**Run 1: wires at chosen ports, followed through buffers**

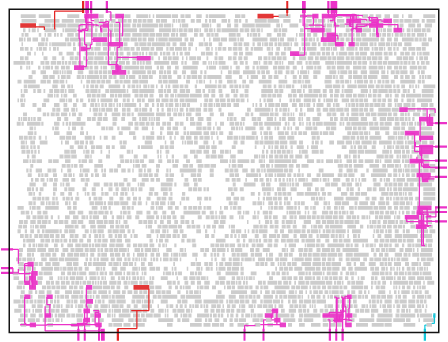
**Run 1: wiring by layer**

The bar under the picture is 50 µm long.
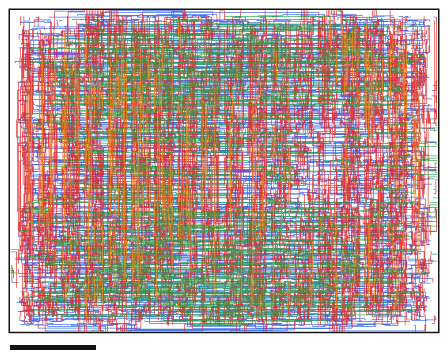
**Run 1: I/O pins on the die edge**

Pins as bars across the die edge, other pins in grey.
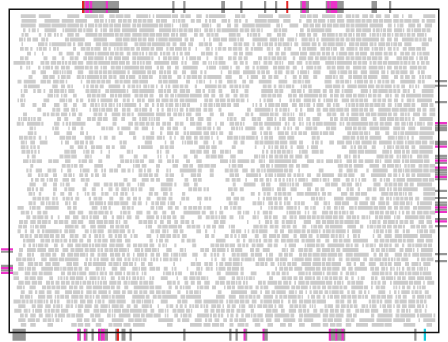
$ cat src/rtl/mips_alu_pkg.sv
`default_nettype none
// ============================================================================
// Module      : mips_alu_pkg
// Description : Shared encodings for the MIPS execute-unit ALU: opcode and
//               funct values, flag bit positions and the signed-overflow
//               helper used by every adding instruction.
// Revision    : 1.0 - initial release
// ============================================================================
package mips_alu_pkg;

    // Primary opcodes (instr[31:26])
    localparam logic [5:0] OP_RTYPE = 6'b000000;
    localparam logic [5:0] OP_BEQ   = 6'b000100;
    localparam logic [5:0] OP_BNE   = 6'b000101;
    localparam logic [5:0] OP_ADDI  = 6'b001000;
    localparam logic [5:0] OP_ADDIU = 6'b001001;
    localparam logic [5:0] OP_SLTI  = 6'b001010;
    localparam logic [5:0] OP_SLTIU = 6'b001011;
    localparam logic [5:0] OP_ANDI  = 6'b001100;
    localparam logic [5:0] OP_ORI   = 6'b001101;
    localparam logic [5:0] OP_XORI  = 6'b001110;
    localparam logic [5:0] OP_LW    = 6'b100011;
    localparam logic [5:0] OP_SW    = 6'b101011;

    // R-type function codes (instr[5:0])
    localparam logic [5:0] F_SLL  = 6'b000000;
    localparam logic [5:0] F_SRL  = 6'b000010;
    localparam logic [5:0] F_SRA  = 6'b000011;
    localparam logic [5:0] F_SLLV = 6'b000100;
    localparam logic [5:0] F_SRLV = 6'b000110;
    localparam logic [5:0] F_SRAV = 6'b000111;
    localparam logic [5:0] F_ADD  = 6'b100000;
    localparam logic [5:0] F_ADDU = 6'b100001;
    localparam logic [5:0] F_SUB  = 6'b100010;
    localparam logic [5:0] F_SUBU = 6'b100011;
    localparam logic [5:0] F_AND  = 6'b100100;
    localparam logic [5:0] F_OR   = 6'b100101;
    localparam logic [5:0] F_XOR  = 6'b100110;
    localparam logic [5:0] F_NOR  = 6'b100111;
    localparam logic [5:0] F_SLT  = 6'b101010;
    localparam logic [5:0] F_SLTU = 6'b101011;

    // Flag bit positions
    localparam int FLAG_ZERO = 2;
    localparam int FLAG_NEG  = 1;
    localparam int FLAG_OVF  = 0;

    // Signed overflow of a + b = s: operands agree in sign, sum disagrees.
    function automatic logic add_ovf(input logic [31:0] a,
                                     input logic [31:0] b,
                                     input logic [31:0] s);
        return (a[31] == b[31]) && (s[31] != a[31]);
    endfunction

endpackage
`default_nettype wire

$ cat src/rtl/mips_alu_core.sv
`default_nettype none
// ============================================================================
// Module      : mips_alu_core
// Description : Purely combinational decode and compute for the MIPS ALU.
//   instruction_i [31:0] : instruction word
//   rega_i        [31:0] : register operand A
//   regb_i        [31:0] : register operand B
//   result_o      [31:0] : computed result
//   flags_o       [2:0]  : {zero, negative/less, overflow}
// Revision    : 1.0 - initial release
// ============================================================================
module mips_alu_core
    import mips_alu_pkg::*;
(
    input  logic [31:0] instruction_i,
    input  logic [31:0] rega_i,
    input  logic [31:0] regb_i,
    output logic [31:0] result_o,
    output logic [2:0]  flags_o
);

    logic [5:0]  w_op;
    logic [5:0]  w_funct;
    logic [4:0]  w_shamt;
    logic [31:0] w_simm;
    logic [31:0] w_zimm;
    logic [31:0] w_rs;
    logic [31:0] w_rt;
    logic [31:0] w_rt_neg;
    logic        w_unused_fields;

    assign w_op    = instruction_i[31:26];
    assign w_funct = instruction_i[5:0];
    assign w_shamt = instruction_i[10:6];
    assign w_simm  = {{16{instruction_i[15]}}, instruction_i[15:0]};
    assign w_zimm  = {16'h0000, instruction_i[15:0]};

    // Only bit 0 of rs/rt chooses between the two supplied register values.
    assign w_rs = instruction_i[21] ? regb_i : rega_i;
    assign w_rt = instruction_i[16] ? regb_i : rega_i;

    // Upper register-number bits carry no meaning for this unit.
    assign w_unused_fields = ^{instruction_i[25:22], instruction_i[20:17]};

    // Subtraction is performed as RS + two's complement of RT so the
    // overflow rule is evaluated on the effective addition.
    assign w_rt_neg = ~w_rt + 32'd1;

    logic [31:0] w_res;
    logic        w_zf;
    logic        w_nf;
    logic        w_of;

    always_comb begin
        w_res = 32'd0;
        w_zf  = 1'b0;
        w_nf  = 1'b0;
        w_of  = 1'b0;
        case (w_op)
            OP_RTYPE: begin
                case (w_funct)
                    F_ADD: begin
                        w_res = w_rs + w_rt;
                        w_of  = add_ovf(w_rs, w_rt, w_res);
                    end
                    F_ADDU: w_res = w_rs + w_rt;
                    F_SUB: begin
                        w_res = w_rs + w_rt_neg;
                        w_of  = add_ovf(w_rs, w_rt_neg, w_res);
                    end
                    F_SUBU: w_res = w_rs + w_rt_neg;
                    F_AND:  w_res = w_rs & w_rt;
                    F_OR:   w_res = w_rs | w_rt;
                    F_XOR:  w_res = w_rs ^ w_rt;
                    F_NOR:  w_res = ~(w_rs | w_rt);
                    F_SLT: begin
                        w_nf  = $signed(w_rs) < $signed(w_rt);
                        w_res = {31'd0, w_nf};
                    end
                    F_SLTU: begin
                        w_nf  = w_rs < w_rt;
                        w_res = {31'd0, w_nf};
                    end
                    F_SLL:  w_res = w_rt << w_shamt;
                    F_SRL:  w_res = w_rt >> w_shamt;
                    F_SRA:  w_res = 32'($signed(w_rt) >>> w_shamt);
                    F_SLLV: w_res = w_rt << w_rs[4:0];
                    F_SRLV: w_res = w_rt >> w_rs[4:0];
                    F_SRAV: w_res = 32'($signed(w_rt) >>> w_rs[4:0]);
                    default: ;
                endcase
            end
            OP_ADDI: begin
                w_res = w_rs + w_simm;
                w_of  = add_ovf(w_rs, w_simm, w_res);
            end
            OP_ADDIU: w_res = w_rs + w_simm;
            OP_ANDI:  w_res = w_rs & w_zimm;
            // ori deliberately uses the sign-extended immediate.
            OP_ORI:   w_res = w_rs | w_simm;
            OP_XORI:  w_res = w_rs ^ w_zimm;
            OP_SLTI: begin
                w_nf  = $signed(w_rs) < $signed(w_simm);
                w_res = {31'd0, w_nf};
            end
            OP_SLTIU: begin
                w_nf  = w_rs < w_simm;
                w_res = {31'd0, w_nf};
            end
            OP_BEQ, OP_BNE: begin
                w_res = w_rs + w_rt_neg;
                w_zf  = (w_rs == w_rt);
            end
            OP_LW, OP_SW: w_res = w_rs + w_zimm;
            default: ;
        endcase
    end

    always_comb begin
        flags_o            = 3'b000;
        flags_o[FLAG_ZERO] = w_zf;
        flags_o[FLAG_NEG]  = w_nf;
        flags_o[FLAG_OVF]  = w_of;
    end

    assign result_o = w_res;

endmodule
`default_nettype wire

$ cat src/rtl/mips_alu.sv
`default_nettype none
// ============================================================================
// Module      : mips_alu
// Description : Single-stage MIPS execute ALU with registered outputs
//               (one clock of latency, new inputs every cycle).
//   clk         : rising-edge clock
//   rst         : asynchronous active-high reset, clears outputs
//   instruction : 32-bit instruction word
//   regA, regB  : 32-bit register operands
//   result      : registered 32-bit result
//   flags       : registered {zero, negative/less, overflow}
// Revision    : 1.0 - initial release
// ============================================================================
module mips_alu
    import mips_alu_pkg::*;
(
    input  logic        clk,
    input  logic        rst,
    input  logic [31:0] instruction,
    input  logic [31:0] regA,
    input  logic [31:0] regB,
    output logic [31:0] result,
    output logic [2:0]  flags
);

    logic [31:0] result_d;
    logic [2:0]  flags_d;
    logic [31:0] result_q;
    logic [2:0]  flags_q;

    mips_alu_core u_core (
        .instruction_i (instruction),
        .rega_i        (regA),
        .regb_i        (regB),
        .result_o      (result_d),
        .flags_o       (flags_d)
    );

    always_ff @(posedge clk or posedge rst) begin
        if (rst) begin
            result_q <= 32'd0;
            flags_q  <= 3'b000;
        end else begin
            result_q <= result_d;
            flags_q  <= flags_d;
        end
    end

    assign result = result_q;
    assign flags  = flags_q;

endmodule
`default_nettype wire

$ cat config.mk
export PLATFORM = sky130hd
export DESIGN_NAME = mips_alu
export DESIGN_NICKNAME = d
export VERILOG_FILES = /design/src/rtl/mips_alu_pkg.sv /design/src/rtl/mips_alu_core.sv /design/src/rtl/mips_alu.sv
export SDC_FILE = /design/constraint.sdc
export NUM_CORES = 1
export LEC_CHECK = 0
export CAP_MARGIN = 40
export CORE_ASPECT_RATIO = 0.75
export CORE_UTILIZATION = 40
export CTS_BUF_LIST = sky130_fd_sc_hd__clkbuf_8
export CTS_CLUSTER_SIZE = 25
export DETAILED_ROUTE_END_ITERATION = 7
export PLACE_DENSITY_LB_ADDON = 0.08
export SYNTH_ARGS = -nofsm -noshare
export SYNTH_HDL_FRONTEND = slang
export SYNTH_HIERARCHICAL = 1
export SYNTH_SLANG_ARGS = --single-unit
$ cat constraint.sdc
create_clock -name clk -period 1.4 [get_ports clk]
set_clock_uncertainty 0.15 [all_clocks]
set_input_delay 0.28 -clock clk [delete_from_list [all_inputs] [get_ports clk]]
set_output_delay 0.28 -clock clk [all_outputs]
set_load 0.05 [all_outputs]
==> run notes, run 1 <==
Here are the numbers from the latest Yosys + OpenROAD run.

The sink count of the clock tree is 35. For this run, the leading register cell type out of synthesis is sky130_fd_sc_hd__dfrtp_1. In the post-route analysis, the smallest setup slack over all paths is -3.00 ns. The area of combinational cells with multiple inputs came out at 0.0187 mm². The number of global-route vias before repair is 27,000.

Cells fill 71.5% of the core in the end. The number of antenna violations at the first check in global routing came out at 3. The pin count of the biggest net entering global routing came out at 69. The effective utilization at floorplan is 40.8%. Total power for the finished layout comes to 19.5 mW. Registers take 877 µm². TritonCTS built the clock tree. The timing report attributes the biggest portion of critical-path delay to AND-OR/OR-AND gates.

Logged for this run, the post-placement worst setup slack is -3.71 ns. The most common logic cells in the final layout are sky130_fd_sc_hd__buf_4, sky130_fd_sc_hd__ha_1, sky130_fd_sc_hd__nor2_1. The aoi/oai-family share of the synthesized area came out at 33.1%.

The synthesis-stage register bit count is 35. The most numerous cell type found on the critical path is sky130_fd_sc_hd__buf_6. The detail-routed net length per standard cell came out at 29.3 µm. On the critical path, the stage with the largest delay is an instance of sky130_fd_sc_hd__a2111o_1. The warning tally printed by Yosys for this design is 6. The endpoint arrival time on the critical path came out at 4.55 ns. The residual antenna-violating net count after detailed routing came out at 0. The count of port buffers added during placement came out at 124. The DRC violation count after routing is 0. The count of filler cells inserted in the layout came out at 3,533. The area of the mapped netlist is 0.0183 mm². The number of vias in the routed layout came out at 28,900.

Setup repair after global routing could not meet its margin everywhere. After the last flow step, the layout net total stands at 4,143. The total overflow left after global routing is 0. The number of enable flip-flop cells came out at 0.

Among the non-sequential cells, AND-OR/OR-AND gates take the most area. The basic-gate share of the synthesized area counting and, or, nand and nor cells is 19.2%. The fraction of registers with async set/reset came out at 100%. The placement row count is 67.

The synthesis-to-finish area growth is 75.4%. The final period demand of the worst path came out at 4.40 ns. The required time of the worst setup path is 1.54 ns.

For this run, the slowest stage of the critical path takes 0.43 ns. The actual transition at the worst max-transition pin came out at 0.873 ns. Per the final timing report, the hold violations number 0.

Setup total negative slack on the finished layout was measured at -89.63 ns. The cell-internal power came out at 9.20 mW. The post-synthesis chip area from yosys is 0.0183 mm². The cell count after synthesis is 2,607. The synth_stat.txt file lists the number of cells as 2,607. The number of max-slew violations in the final report came out at 0. The detailed-routing iteration count for the pre-antenna-repair pass came out at 7. The final clock period utilization by the worst path came out at 314%. The maximum fanout count along the critical path is 6. The max-slew check reports its worst relative slack as 41.1%.

The detail-routed via count per cell is 6.60. The y dimension of the die came out at 187 µm. The first-pass GRT wire length came out at 179 mm. The checks that failed: setup timing. Summing the sequential cell areas from Yosys gives 4.79% of the chip area. From left edge to right edge, the die measures 249 µm. The tree is rooted in a sky130_fd_sc_hd__clkbuf_8. The maximum clock frequency came out at 227 MHz. The arithmetic-cell share of the synthesized area counting full adders, half adders and majority gates came out at 17.2%. The top cell type in the final layout, fill and taps aside, is sky130_fd_sc_hd__buf_4. Looking at the worst setup and hold paths, the clock pins of their registers show a slew of 0.13 ns.

The leakage power total came out at 15.1 nW. The share of synthesized area spent on multiplexers came out at 14.1%. STA classifies the critical path endpoint as a flip-flop. The overall track demand over capacity in global routing came out at 52.1%. The max-cap check violation count came out at 0. The synthesized netlist contains 90 unique library cells. The setup path with the least slack is of type in2reg.

The startpoint class of the critical path is a primary input. Listed in order, past its start point the critical path passes buf_12 > buf_12 > mux2i_4 > buf_4 > buf_6 > buf_6 > buf_6 > buf_6 > buf_6 > inv_4 > ha_4 > fa_2 > a21o_1 > a31oi_4 > buf_4 > o21ai_2 > a41oi_2 > o31a_1 > o21bai_2 > a2111oi_2 > nor3_1 > xnor2_2 > a2111o_1. The net switching power came out at 10.3 mW.

The logs give a warning total of 190. The final setup violation count came out at 58. Net switching is 52.9% of the power. The core region is 0.0448 mm². The overall die area is 0.0466 mm². The final RePlAce weighted congestion is 1.20.

After the first detailed-routing iteration, the DRC count stood at 4,955. The half-perimeter wire length after placement came out at 103 mm. The mean area per synthesized cell came out at 7.02 µm². The synthesized netlist net count is 2,954. In this run, CTS created clock tree buffers numbering 5. The run finished, with violations left. The clock network fraction of design power is 5.8%.

Wires add up to 129 mm. The worst-case IR drop observed on VDD is 0.445 mV. Summing the areas of all xor and xnor instances in the mapped netlist gives 5.55% of the synthesized area. The share of total power dissipated in sequential elements is 5.8%.
-- 'wires at chosen ports, followed through buffers' (at the start) --
Magenta is regA, bits 32, direction input, edge 11 top, 10 bottom, 8 right, 3 left, end cells 72, buffers 47, wire 1,350 µm. Cyan is rst, bits 1, direction input, edge bottom, end cells 1, buffers 1, wire 10.8 µm. Red is flags, bits 3, direction output, edge 2 top, 1 bottom, end cells 3, buffers 3, wire 86.8 µm.

-- 'wiring by layer' (at the start) --
Red is M2, wire length 48.8 mm. Orange is M4, wire length 7,660 µm. Purple is M5, wire length 22.1 µm. Blue is M1, wire length 49.1 mm. Green is M3, wire length 23.0 mm.

-- 'I/O pins on the die edge' (at the start) --
Magenta is regA, pins 32, direction input, edge 11 top, 10 bottom, 8 right, 3 left. Cyan is rst, pins 1, direction input, edge bottom. Red is flags, pins 3, direction output, edge 2 top, 1 bottom.
All pins by edge: 51 top, 44 bottom, 32 right, 6 left.

[run 1: worst paths after layout]
kind                               to             from  slack, ns  cells past startpoint
worst max-delay path       result[28]  instruction[16]      -3.00                     23
worst min-delay path       result[25]              rst       0.09                      3
max in group asynchronous    flags[1]              rst       0.72                      3
min in group clk            result[0]   instruction[0]       0.62                      7
[run 1: per-layer routing]
layer / vias to the layer above / wire [µm] / track usage, %
met3: 558 / 23000 / 24.1
met5: - / 22 / 0
met4: 4 / 7660 / 25.1
met1: 13700 / 49100 / 68.2
li1: 12200 / - / -
met2: 2468 / 48800 / 71.0
[run 1: cell families (layout without fill, tap and decap cells)]
family                   after synthesis  in the layout
XOR/XNOR                             116            116
flip-flops                            35             35
adder cells (fa/ha/maj)              249            249
multiplexers                         252            252
AND-OR/OR-AND                        923            923
buffers and inverters                278           1468
AND/OR/NAND/NOR                      754            754
other                                  0              2
[run 1: through the flow]
stage / hold slack [ns] / cell area (µm²) / std cells
floorplan: 0.284 / 19000 / 2607
global placement: 0.514 / 29100 / 4278
detailed placement: 0.525 / 29100 / 4278
CTS: 0.0907 / 31400 / 4350
global route: 0.105 / 32100 / 4383
finish: 0.0850 / 32100 / 4385
[run 1: cell usage after synthesis, drive strengths merged (23+ instances only)]
master  number  area, µm²
ha         246       3080
nor2       243        927
a21oi      232       1170
mux2i      224       2250
nand2      216        811
o21ai      196        981
inv        121        454
clkbuf     100        375
xnor2       96        841
nor3        68        362
nand3       62        310
o211ai      54        405
o22ai       53        332
buf         51        268
a211oi      49        368
a21o        46        347
a221oi      36        315
dfrtp       35        876
nor4        31        194
a31oi       29        181
mux2        27        304
a22oi       26        195
o21bai      23        173
[run 1: tightest hold or removal path, stage by stage]
cell,delay (ns)
sky130_fd_sc_hd__clkdlybuf4s50_1,0.41
sky130_fd_sc_hd__inv_2,0.07
sky130_fd_sc_hd__buf_12,0.26
[run 1: power groups by stage]
stage | Clock [mW] | Combinational [mW] | Sequential, mW
2_1_floorplan | 0 | 6.48 | 1.30
3_3_place_gp | 0 | 14.0 | 1.14
3_5_place_dp | 0 | 14.1 | 1.14
4_1_cts | 1.11 | 15.7 | 1.12
5_1_grt | 1.17 | 17.7 | 1.13
6_report | 1.13 | 17.3 | 1.12
[run 1: registers in the layout, indices dropped and copies added, names as in the netlist]
name    count
flags       3
result     32
[run 1: final cells by class]
class	instances	area share, %
multi-input combinational	2294	58.2
tap	586	2.29
antenna	2	0.0156
sequential	35	2.73
inverter	127	1.52
clock inverter	3	0.0507
clock buffer	5	0.215
timing repair buffer	1333	35.0
[run 1: timing repair]
| item | CTS | global route |
|---|---|---|
| setup buffers | 73 | 45 |
| hold buffers | 0 | 0 |
| endpoints found under the setup margin | 65 | 67 |
| gates cloned | 1 | 0 |
| pin swaps | 145 | 108 |
| resized | 358 | 122 |
==> run 2, diff against run 1 <==
GPL_TIMING_DRIVEN = 1   (was not set)
**Run 2: clock distribution**

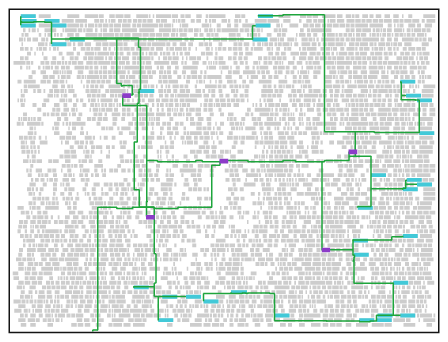
Cyan is flip-flops, count 35. Purple is clock-net drivers, count 5. Green is clock wires, length 1,470 µm.
Position of the flops: all over the die.

**Run 2: cell placement**

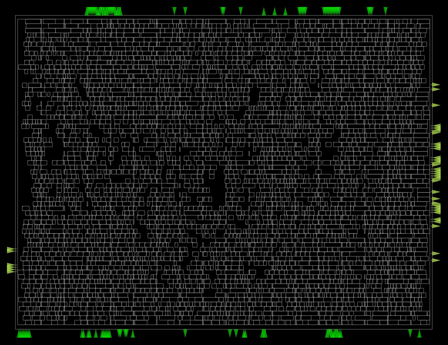
Finished Core Util: 71.5%
Fillers: 3,533

==> run notes, run 2 <==
Here are the numbers from the latest Yosys + OpenROAD run.

The flow ran to the end, but the final reports show violations. The final reports fail on setup timing. Power comes to 19.5 mW. The area fraction of the largest cell type after synthesis is 16.8%. The net switching power came out at 10.3 mW.

The pin count of the biggest net entering global routing is 69. The sequential share of power came out at 5.8%. The leading cell type in the layout, fill and taps excluded is sky130_fd_sc_hd__buf_4. The share of synthesized area occupied by flip-flops and latches came out at 4.79%. Setup repair after global routing could not meet its margin everywhere. The number of antenna violations at the first check in global routing is 3. The tally of unique sky130hd cells used after synthesis came out at 90. The flip-flop count of the largest register after layout came out at 32.

The cts-stage hold buffer count is 0. The synthesis-to-finish area growth came out at 75.4%. By count the netlist is led by sky130_fd_sc_hd__ha_1, sky130_fd_sc_hd__nor2_1, sky130_fd_sc_hd__a21oi_1.

The library cell with the largest summed area after synthesis is sky130_fd_sc_hd__ha_1. For reference, the placement row count at floorplan is 67. The final setup violation count is 58. On the reported timing paths, the clock transition at the registers reads 0.13 ns. In the routed design, unresolved DRC markers number 0. After synthesis, the design contains 2,607 cells according to Yosys. The endpoint arrival time on the critical path came out at 4.55 ns.

The final clock period utilization by the worst path came out at 314%. The detailed router reported a total wirelength of 129 mm. The worst relative slew slack came out at 41.1%. In the final timing run, aggregate negative setup slack is -89.63 ns. The overall track demand over capacity in global routing came out at 52.1%. The residual antenna-violating net count after detailed routing came out at 0.

The synthesis-stage register bit count is 35. The number of enable flip-flop cells is 0. Counting every sink on the clock net gives 35.

The required time of the worst setup path came out at 1.54 ns. The floorplan step records an initial core utilization of 40.8%. The worst path setup slack after routing is -3.00 ns. After synthesis, the cell types taking the most area are sky130_fd_sc_hd__ha_1, sky130_fd_sc_hd__mux2i_1, sky130_fd_sc_hd__a21oi_1, sky130_fd_sc_hd__o21ai_0, sky130_fd_sc_hd__nor2_1.

The number of nets in the finished design is 4,143. The overall die width came out at 249 µm. Counting every instance in the synthesized netlist gives 2,607. The cell area that synthesis handed to floorplanning was 0.0183 mm². The setup path with the least slack is of type in2reg. The leakage component of the power was reported as 15.1 nW. The endpoint class of the critical path is a flip-flop.

The area of combinational cells with multiple inputs came out at 0.0187 mm². The post-synthesis chip area from yosys is 0.0183 mm². The post-route worst hold slack is 0.0850 ns. Per the synth stats, the flop cell with the highest instance count is sky130_fd_sc_hd__dfrtp_1. The clock network fraction of design power is 5.8%. Per the layout area report, the register area comes to 877 µm². The report shows a maximum critical-path fanout of 6. For this block, the initial DRC count from the detailed router was 4,955.

The half-perimeter wire length after placement came out at 103 mm. The overall die size recorded for this design is 0.0466 mm². The worst setup slack after placement is -3.71 ns. The synthesized netlist net count is 2,954. The mean area per synthesized cell came out at 7.02 µm². The max-cap check violation count is 0. The detail-routed net length per standard cell is 29.3 µm. The maximum clock frequency came out at 227 MHz. The final period demand of the worst path is 4.40 ns.

The largest voltage drop on the vdd net is 0.445 mV. The fraction of registers with async set/reset came out at 100%. The yosys warning tally is 6. The final hold violation count came out at 0. The count of port buffers added during placement came out at 124. The y dimension of the die came out at 187 µm. For reference, the final report shows the max-slew violation count at 0. Looking at the clock tree report, the root buffer type is sky130_fd_sc_hd__clkbuf_8.

The switching power as a share of total power is 52.9%. Per the GRT congestion report, total overflow comes to 0. The number of vias in the routed layout came out at 28,900.

The startpoint class of the critical path is a primary input. The number of warnings the tools reported is 190. The number of global-route vias before repair is 27,000.

The clock tree from TritonCTS is yes. The first global-routing pass estimated 179 mm of wire. Looking at the max-slew report, the worst-margin pin has a slew of 0.873 ns. The cell-internal power is 9.20 mW. Per the detail_route report, vias per standard cell equal 6.60. The final RePlAce weighted congestion is 1.20.
**Run 2: I/O pins on the die edge**

Pins as bars across the die edge, other pins in grey.
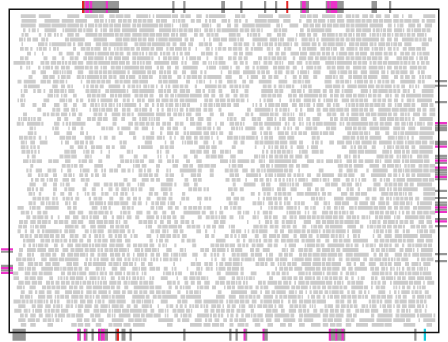
Magenta is regA, pins 32, direction input, edge 11 top, 10 bottom, 8 right, 3 left. Cyan is rst, pins 1, direction input, edge bottom. Red is flags, pins 3, direction output, edge 2 top, 1 bottom.
All pins by edge: 51 top, 44 bottom, 32 right, 6 left.

run 2: cell counts in the layout (fill, tap and decap cells not counted):
Identical to the previous run, type by type.
run 2: cell type report:
class	count	area share [%]
multi-input combinational	2294	58.2
timing repair buffer	1333	35.0
sequential	35	2.73
tap	586	2.29
inverter	127	1.52
clock buffer	5	0.215
clock inverter	3	0.0507
antenna	2	0.0156
run 2: routing by layer:
metal	vias up	part of all wire, %	track usage (%)	wire length (µm)
met5	-	0.017	0	22
met4	4	6.0	25.1	7660
met3	558	18	24.1	23000
met2	2468	38	71.0	48800
met1	13700	38	68.2	49100
li1	12200	-	-	-
run 2: final timing paths:
kind,end,from,slack (ns),cells after the start
worst max-delay path,result[28],instruction[16],-3.00,23
worst min-delay path,result[25],rst,0.09,3
max in group asynchronous,flags[1],rst,0.72,3
min in group clk,result[0],instruction[0],0.62,7
run 2: through the flow:
step	area, µm²	cells
3_5_place_dp	29100	4278
3_3_place_gp	29100	4278
6_report	32100	4385
5_1_grt	32100	4383
4_1_cts	31400	4350
2_1_floorplan	19000	2607
run 2: logic make-up after synthesis:
logic type / Yosys count / share of synthesized area (%)
AOI/OAI and AO/OA: 923 / 33.1
and+or+nand+nor: 754 / 19.2
buffers and inverters: 278 / 6.12
muxes: 252 / 14.1
adders and majority gates: 249 / 17.2
xor gates and xnor gates: 116 / 5.55
DFF: 35 / 4.79
run 2: power groups by stage:
| stage | combinational (mW) | clock [mW] | sequential [mW] |
|---|---|---|---|
| floorplan | 6.48 | 0 | 1.30 |
| global placement | 14.0 | 0 | 1.14 |
| detailed placement | 14.1 | 0 | 1.14 |
| CTS | 15.7 | 1.11 | 1.12 |
| global route | 17.7 | 1.17 | 1.13 |
| finish | 17.3 | 1.13 | 1.12 |
run 2: critical path, cell delays in order:
cell and delay, ns:
sky130_fd_sc_hd__buf_12 0.10, sky130_fd_sc_hd__buf_12 0.16, sky130_fd_sc_hd__mux2i_4 0.29, sky130_fd_sc_hd__buf_4 0.15
sky130_fd_sc_hd__buf_6 0.08, sky130_fd_sc_hd__buf_6 0.08, sky130_fd_sc_hd__buf_6 0.09, sky130_fd_sc_hd__buf_6 0.08
sky130_fd_sc_hd__buf_6 0.10, sky130_fd_sc_hd__inv_4 0.04, sky130_fd_sc_hd__ha_4 0.16, sky130_fd_sc_hd__fa_2 0.40
sky130_fd_sc_hd__a21o_1 0.25, sky130_fd_sc_hd__a31oi_4 0.23, sky130_fd_sc_hd__buf_4 0.16, sky130_fd_sc_hd__o21ai_2 0.06
sky130_fd_sc_hd__a41oi_2 0.20, sky130_fd_sc_hd__o31a_1 0.29, sky130_fd_sc_hd__o21bai_2 0.15, sky130_fd_sc_hd__a2111oi_2 0.37
sky130_fd_sc_hd__nor3_1 0.16, sky130_fd_sc_hd__xnor2_2 0.22, sky130_fd_sc_hd__a2111o_1 0.43
run 2: repair_timing:
action / CTS / global route
endpoints found under the hold margin: 0 / 0
cloned: 1 / 0
buffers inserted: 73 / 45
pin swaps: 145 / 108
resized: 358 / 122
endpoints found under the setup margin: 65 / 67
Power figures rest on the tool's default switching activity, not on a simulated workload.
